### src/rtl/conv_ff_bank.sv
// Purpose : WIDTH-bit flip-flop bank; per-bit next state follows a run-time selectable D/T/JK/SR rule.
// Latency : q, q_n, changed and sr_err update one clk edge after their inputs are sampled.
// Backpres: none; en=0 holds q, and every other input is accepted on every edge.
//
// Ports:
//   clk, rst           clock (rising edge) and synchronous active-high reset (highest priority)
//   en                 update enable for q/q_n; changed reads 0 after an edge with en=0
//   mode_we, mode_in   load the mode register (00 D, 01 T, 10 JK, 11 SR); takes effect next edge
//   a, b               per-bit D/T/J/S and K/R inputs (b is ignored in D and T modes)
//   mode               current mode register
//   q, q_n             flip-flop outputs and their complement
//   changed            bits of q that flipped at the most recent edge
//   sr_err, sr_err_clr sticky flag for S=R=1 seen in SR mode, and its clear (set wins)
module conv_ff_bank #(
    parameter int               WIDTH             = 8,
    parameter logic [WIDTH-1:0] RST_VAL           = {WIDTH{1'b0}},
    parameter int               SR_ILLEGAL_POLICY = 0
) (
    input  logic             clk,
    input  logic             rst,
    input  logic             en,
    input  logic             mode_we,
    input  logic [1:0]       mode_in,
    input  logic [WIDTH-1:0] a,
    input  logic [WIDTH-1:0] b,
    input  logic             sr_err_clr,
    output logic [1:0]       mode,
    output logic [WIDTH-1:0] q,
    output logic [WIDTH-1:0] q_n,
    output logic [WIDTH-1:0] changed,
    output logic             sr_err
);

    typedef enum logic [1:0] {
        MODE_D  = 2'b00,
        MODE_T  = 2'b01,
        MODE_JK = 2'b10,
        MODE_SR = 2'b11
    } ff_mode_e;

    // Mask applied to q on S=R=1 bits: all-ones toggles them, all-zeros holds them.
    localparam logic [WIDTH-1:0] SR_ILL_MASK = (SR_ILLEGAL_POLICY != 0) ? {WIDTH{1'b1}} : {WIDTH{1'b0}};

    ff_mode_e         mode_r;
    logic [WIDTH-1:0] q_next;
    logic             sr_err_set;

    // Next-state rule for the whole bank. b is only consulted in the JK and SR
    // branches so that an undriven b cannot leak into q in D or T mode.
    always_comb begin
        q_next = q;
        case (mode_r)
            MODE_D:  q_next = a;
            MODE_T:  q_next = q ^ a;
            // Characteristic equation Q+ = J~Q | ~K Q covers hold/clear/set/toggle.
            MODE_JK: q_next = (a & ~q) | (~b & q);
            // Set, hold, and the S=R=1 case resolved by SR_ILL_MASK; clear is the residue.
            MODE_SR: q_next = (a & ~b) | (~a & ~b & q) | (a & b & (q ^ SR_ILL_MASK));
            default: q_next = q;
        endcase
    end

    assign sr_err_set = en && (mode_r == MODE_SR) && (|(a & b));

    always_ff @(posedge clk) begin
        if (rst) begin
            q       <= RST_VAL;
            q_n     <= ~RST_VAL;
            mode_r  <= MODE_D;
            changed <= '0;
            sr_err  <= 1'b0;
        end else begin
            // The q update above uses mode_r as it stood before this edge.
            if (mode_we) begin
                mode_r <= ff_mode_e'(mode_in);
            end
            if (en) begin
                q       <= q_next;
                q_n     <= ~q_next;
                changed <= q_next ^ q;
            end else begin
                changed <= '0;
            end
            // Set takes priority over clear on the same edge.
            if (sr_err_set) begin
                sr_err <= 1'b1;
            end else if (sr_err_clr) begin
                sr_err <= 1'b0;
            end
        end
    end

    assign mode = mode_r;

endmodule

### config.mk
export PLATFORM = sky130hd
export DESIGN_NAME = conv_ff_bank
export DESIGN_NICKNAME = d
export VERILOG_FILES = /design/src/rtl/conv_ff_bank.sv
export SDC_FILE = /design/constraint.sdc
export NUM_CORES = 1
export LEC_CHECK = 0
export ABC_AREA = 1
export CAP_MARGIN = 0
export CORE_MARGIN = 2
export CORE_UTILIZATION = 44
export DETAILED_ROUTE_END_ITERATION = 16
export PLACE_DENSITY = 0.79
export SLEW_MARGIN = 15
export SYNTH_ARGS = -nofsm -noshare
export SYNTH_HDL_FRONTEND = slang
export SYNTH_SLANG_ARGS = --single-unit
### constraint.sdc
create_clock -name clk -period 1.5 [get_ports clk]
set_clock_uncertainty 0.2 [all_clocks]
set_input_delay 0.45 -clock clk [delete_from_list [all_inputs] [get_ports clk]]
set_output_delay 0.45 -clock clk [all_outputs]
set_load 0.05 [all_outputs]
Run 1, sequential cells coloured by netlist name:
The bar under the picture is 20 µm long. Other sequential cells in the stronger grey, the rest of the logic in the fainter grey.
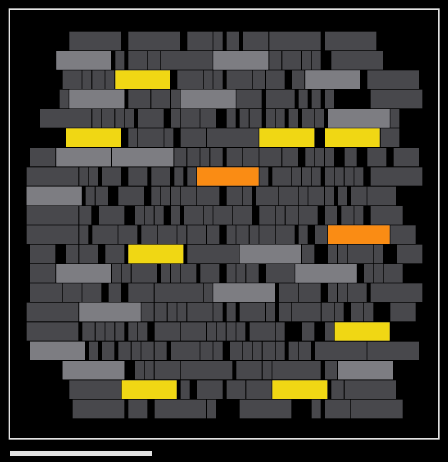
name in the netlist	colour	flops
changed	yellow	8
mode	orange	2
not coloured	17

Run 1, routed metal, one colour a layer:
Two of the layers only.
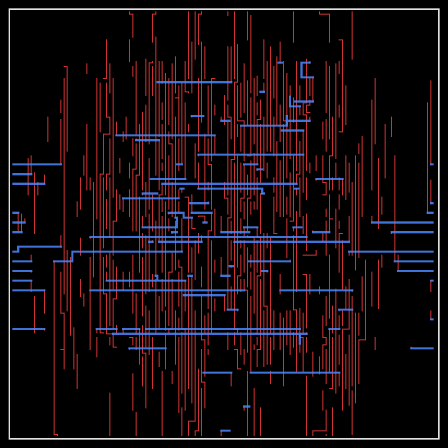
layer	colour	wire length
met2	red	2540 µm
met3	blue	440 µm

==> impl_metrics.env, run 1 <==
# physical design summary
export IMPL_cp_depth=2
export IMPL_place_inst=318
export IMPL_ys_cells=214
export IMPL_antenna_found_initial=0
export IMPL_violations="negative setup slack"
export IMPL_final_setup_viol_count=23
export IMPL_fp_dieH_um=60.1
export IMPL_drive_gt1_frac=0.388
export IMPL_p_seq_frac=0.414
export IMPL_grt_pass1_wl_um=7550
export IMPL_routed_wl_um=5190
export IMPL_ys_sh_xor=0
export IMPL_fin_ws_ns=-0.121
export IMPL_register_area_um2=597
export IMPL_rrSetupSlack_ns=-0.07
export IMPL_ys_chip_area_um2=1390
export IMPL_reg2regPathDepth=9
export IMPL_hold_buffers=0
export IMPL_dominant_cell_class="buffers"
export IMPL_avgRoutedWirePerCell_um=15.5
export IMPL_status="finished, violations left"
export IMPL_clk_latency_ns=0.34
export IMPL_inv_count=21
export IMPL_dr_wl_met2_um=2540
export IMPL_met1_length_um=1980
export IMPL_gr_max_usage_layer="met2"
export IMPL_layout_top_cell="nand2_1"
export IMPL_min_path_cells=2
export IMPL_syn_area_um2=1390
Run 1, cell area per tile:
The bar under the picture is 20 µm long. The die is cut into 6 by 6 equal tiles; dark purple is low, yellow is high, 0 to 100% covered.
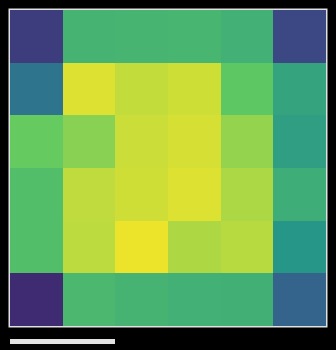
fullest tile	97%
densest ninth of the die	centre
mean over tiles	70%
tiles over 75% full	44%

Run 1, the clock network:
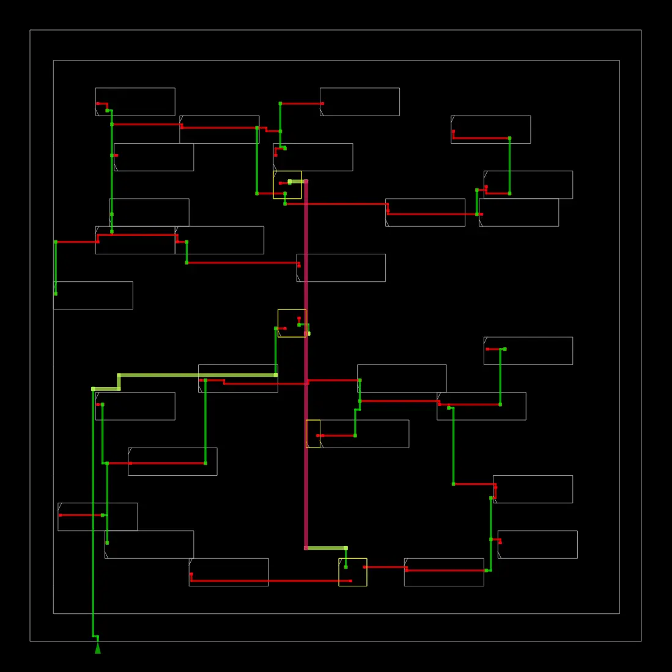
clk sinks: 27
Clk. pwr: 0.335 mW
CTS buffer count: 3
clock buffer count: 4
FF+latch count: 27

-- run 1: synthesized netlist by cell type --
master	number	area share
inv_1	17	0.046
nor2_2	1	0.0045
buf_2	1	0.0036
nand4_1	3	0.014
buf_6	1	0.0081
nand3_1	26	0.094
nor2_1	9	0.024
inv_2	3	0.0081
o21bai_1	4	0.022
nand3_2	3	0.022
o211ai_1	1	0.0054
nand2_1	83	0.22
nand3b_1	1	0.0054
clkinv_2	1	0.0036
o21ai_0	6	0.022
dfxtp_1	27	0.39
nand2_2	1	0.0045
o22ai_1	2	0.0090
clkbuf_1	2	0.0054
a21oi_1	21	0.076
nand2_4	1	0.0081
-- run 1: flip-flops by register name (all words and copies together) (netlist names) --
| name | flops |
|---|---|
| mode | 2 |
| changed | 8 |
| q_n | 8 |
| q | 8 |
| sr_err | 1 |
==> inputs of run 2 (changes only) <==
--- a/config.mk
+++ b/config.mk
@@ -15,3 +15,4 @@
 export SYNTH_ARGS = -nofsm -noshare
 export SYNTH_HDL_FRONTEND = slang
 export SYNTH_SLANG_ARGS = --single-unit
+export TNS_END_PERCENT = 100
==> constraint.sdc (replaced) <==
create_clock -name clk -period 1.8 [get_ports clk]
set_clock_uncertainty 0.2 [all_clocks]
set_input_delay 0.54 -clock clk [delete_from_list [all_inputs] [get_ports clk]]
set_output_delay 0.54 -clock clk [all_outputs]
set_load 0.05 [all_outputs]
Run 2, sequential cells coloured by netlist name:
The bar under the picture is 20 µm long. Other sequential cells in the stronger grey, the rest of the logic in the fainter grey.
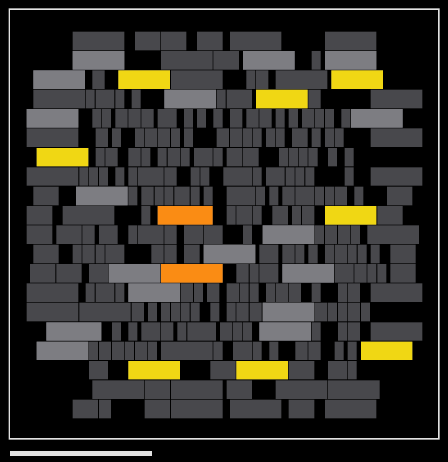
name in the netlist	colour	flops
changed	yellow	8
mode	orange	2
not coloured	17

Run 2, wire density map:
The die is cut into 12 by 12 equal tiles; dark purple is low, yellow is high, scaled to the fullest tile. Values are wire area over tile area, all layers added.
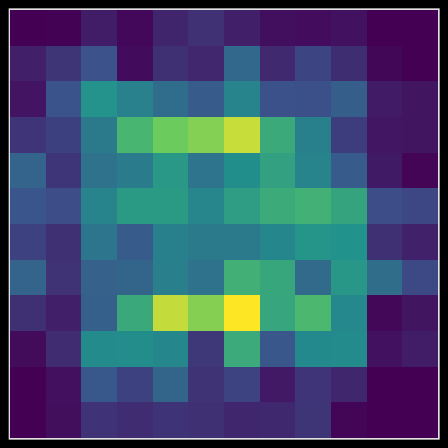
nearly empty tiles	9.7%
densest ninth of the die	centre
emptiest ninth of the die	north-east
tiles over half the peak	18%
fullest tile	0.62

Run 2, routed metal, one colour a layer:
Two of the layers only.
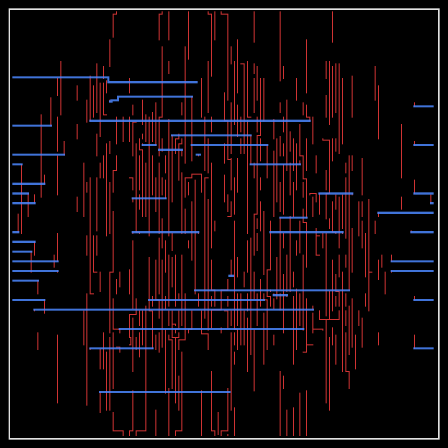
GRT Total Usage: 0.237
DR WL/cell: 12.1 µm
final WL: 3850 µm

==> run 2 against run 1 <==
  * The run now ends clean
  * Flip-flop count did not move
  * Critical path type unchanged
  * Synthesized cell count did not move
  * Final area fell by 11%
  * Critical path depth fell by 1
  * Sequential share of layout area rose by 0.69 points
  * Combinational power fell by 29%
==> impl_metrics.env, run 2 <==
# physical design summary
export IMPL_numClockSinks=27
export IMPL_fp_dieH_um=60.1
export IMPL_top_cells_by_count="83 x nand2_1, 27 x dfxtp_1, 26 x nand3_1"
export IMPL_hold_buffers=0
export IMPL_synthArstFlopShare=0
export IMPL_ys_cells=214
export IMPL_inv_count=21
export IMPL_status="completed"
export IMPL_area_leaders="dfxtp_1 39%, nand2_1 22%, nand3_1 9.4%"
export IMPL_reg2regPathDepth=6
export IMPL_ys_chip_area_um2=1390
export IMPL_rrSetupSlack_ns=0.17
export IMPL_clk_latency_ns=0.33
export IMPL_drive_gt1_frac=0.197
export IMPL_grt_pass1_wl_um=6470
export IMPL_final_setup_viol_count=0
export IMPL_top_area_frac=0.390
export IMPL_place_inst=313
export IMPL_yosysTopAreaCell="dfxtp_1"
export IMPL_dominant_cell_class="buffers"
-- run 2: kinds of logic (layout without fill, tap and decap cells) --
kind of cell    Yosys count  after routing  synth area share
buf+inv                  25             85            0.0750
flops                    27             27             0.390
compound gates           34             34             0.134
simple gates            128            128             0.401
-- run 2: what timing repair did --
| action | CTS | global route |
|---|---|---|
| setup endpoints to repair | 2 | 3 |
| resized | 4 | 2 |
| pin swaps | 0 | 0 |
| buffers inserted | 0 | 1 |
-- run 2: layer usage --
layer  share of wire  vias up  GRT usage
met5               0        -          0
met4          0.0067        0     0.0635
met3           0.091        4     0.0519
met2            0.50       68      0.380
met1            0.41      733      0.318
li1                -      819          -
==> inputs of run 3 (changes only) <==
--- a/config.mk
+++ b/config.mk
@@ -8,9 +8,9 @@
 export ABC_AREA = 1
 export CAP_MARGIN = 0
 export CORE_MARGIN = 2
-export CORE_UTILIZATION = 44
+export CORE_UTILIZATION = 40
 export DETAILED_ROUTE_END_ITERATION = 16
-export PLACE_DENSITY = 0.79
+export PLACE_DENSITY = 0.76
 export SLEW_MARGIN = 15
 export SYNTH_ARGS = -nofsm -noshare
 export SYNTH_HDL_FRONTEND = slang
==> constraint.sdc (replaced) <==
create_clock -name clk -period 1.5 [get_ports clk]
set_clock_uncertainty 0.2 [all_clocks]
set_input_delay 0.45 -clock clk [delete_from_list [all_inputs] [get_ports clk]]
set_output_delay 0.45 -clock clk [all_outputs]
set_load 0.05 [all_outputs]
==> run 3 against run 2 <==
  * The flow now finishes with violations (negative setup slack)
  * Clock-buffer cell count unchanged
  * Core utilization is 2.0 points higher
  * Final cell count increased by 5.7%
  * Final area up 13%
  * Combinational power up about 40%
  * Sequential power increased by 19%
  * Register-to-register slack worse by 0.19 ns
  * Critical path depth grew 1
  * Flip-flop count unchanged
  * Sequential share of layout area down 0.92 points
  * First-iteration DRC count increased by 32%
  * Setup slack got worse by 0.16 ns
==> impl_metrics.env, run 3 <==
# physical design summary
export IMPL_aoi_share=0.134
export IMPL_syn_area_um2=1390
export IMPL_top_area_frac=0.390
export IMPL_met1_length_um=1870
export IMPL_cts_buffers=3
export IMPL_wl_met3_um=426
export IMPL_grt_use_met3=0.0577
export IMPL_avgRoutedWirePerCell_um=13.8
export IMPL_area_leaders="dfxtp_1 39%, nand2_1 22%, nand3_1 9.4%"
export IMPL_violations="negative setup slack"
export IMPL_drive_gt1_frac=0.386
export IMPL_grt_usage=0.231
export IMPL_synthArstFlopShare=0
export IMPL_topRoutingLayerUsed="met4"
export IMPL_synth_edff_count=0
export IMPL_numClockSinks=27
export IMPL_met2_usage=0.366
export IMPL_hold_buffers=0
export IMPL_adder_share=0
export IMPL_fp_dieH_um=62.8
export IMPL_reg_top3="changed (8), q (8), q_n (8)"
export IMPL_yosysTopAreaCell="dfxtp_1"
export IMPL_layout_top_cell="nand2_1"
export IMPL_routed_wl_um=4650
export IMPL_final_setup_viol_count=12
export IMPL_fin_ws_ns=-0.0963
export IMPL_top_cells_by_count="83 x nand2_1, 27 x dfxtp_1, 26 x nand3_1"
export IMPL_simple_gate_area_frac=0.401
export IMPL_gr_max_usage_layer="met2"
export IMPL_p_seq_frac=0.415
export IMPL_status="finished, violations left"
export IMPL_grt_pass1_wl_um=7280
export IMPL_most_common_cell="nand2_1"
export IMPL_ys_sh_xor=0
export IMPL_ys_cells=214
export IMPL_slew_headroom=0.859
export IMPL_grt_util_met1=0.295
export IMPL_mux_share=0
[run 3: worst paths after layout]
| check | to | slack [ns] | cells past startpoint | start |
|---|---|---|---|---|
| worst min-delay path | q_n[5] | 0.31 | 2 | q_n[5] |
| worst max register to register | changed[0] | -0.02 | 7 | mode[1] |
| worst max-delay path | mode[0] | -0.1 | 2 | mode[0] |
| worst min register to register | q_n[5] | 0.31 | 2 | q_n[5] |
[run 3: repair_timing]
item	4_1_cts	5_1_grt
resized	29	31
setup buffers	12	0
endpoints found under the setup margin	34	50
pin swaps	0	1
[run 3: cell type report]
| type | count | area, µm² |
|---|---|---|
| well taps | 46 | 57.6 |
| fillers | 215 | 737 |
| flip-flops and latches | 27 | 594 |
| inverters | 21 | 91.3 |
| repair buffers | 76 | 980 |
| clock buffers | 4 | 26.3 |
| multi-input cells | 162 | 851 |
Run 3, cell area per tile:
The bar under the picture is 20 µm long. The die is cut into 6 by 6 equal tiles; dark purple is low, yellow is high, 0 to 100% covered.
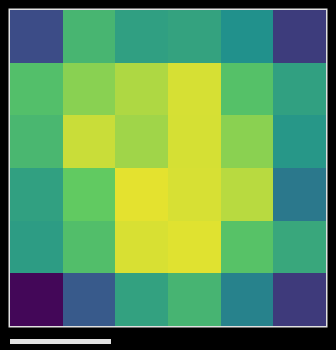
fullest tile	96%
emptiest ninth of the die	south-west
mean over tiles	64%
densest ninth of the die	centre
tiles over 75% full	36%
nearly empty tiles	2.8%

Run 3, wire density map:
The die is cut into 13 by 13 equal tiles; dark purple is low, yellow is high, scaled to the fullest tile. Values are wire area over tile area, all layers added.
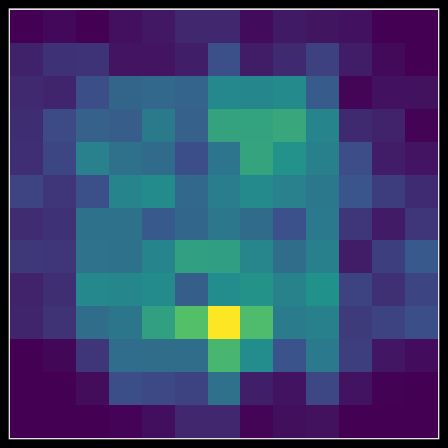
fullest tile	0.82
mean over tiles	0.20
emptiest ninth of the die	north-east
densest ninth of the die	centre

Run 3, the clock network:
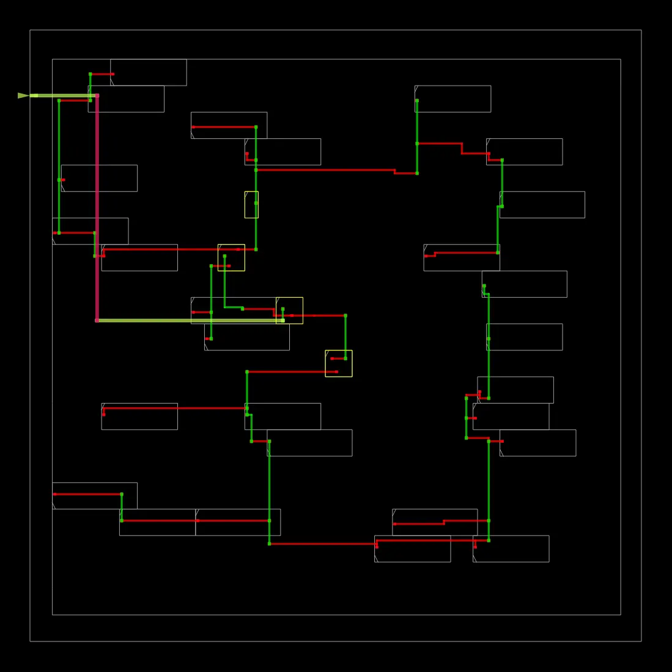
Clk. pwr: 0.332 mW
Late-Pin Clk Latency: 0.33 ns

Power is estimated from default activity; no workload was simulated.
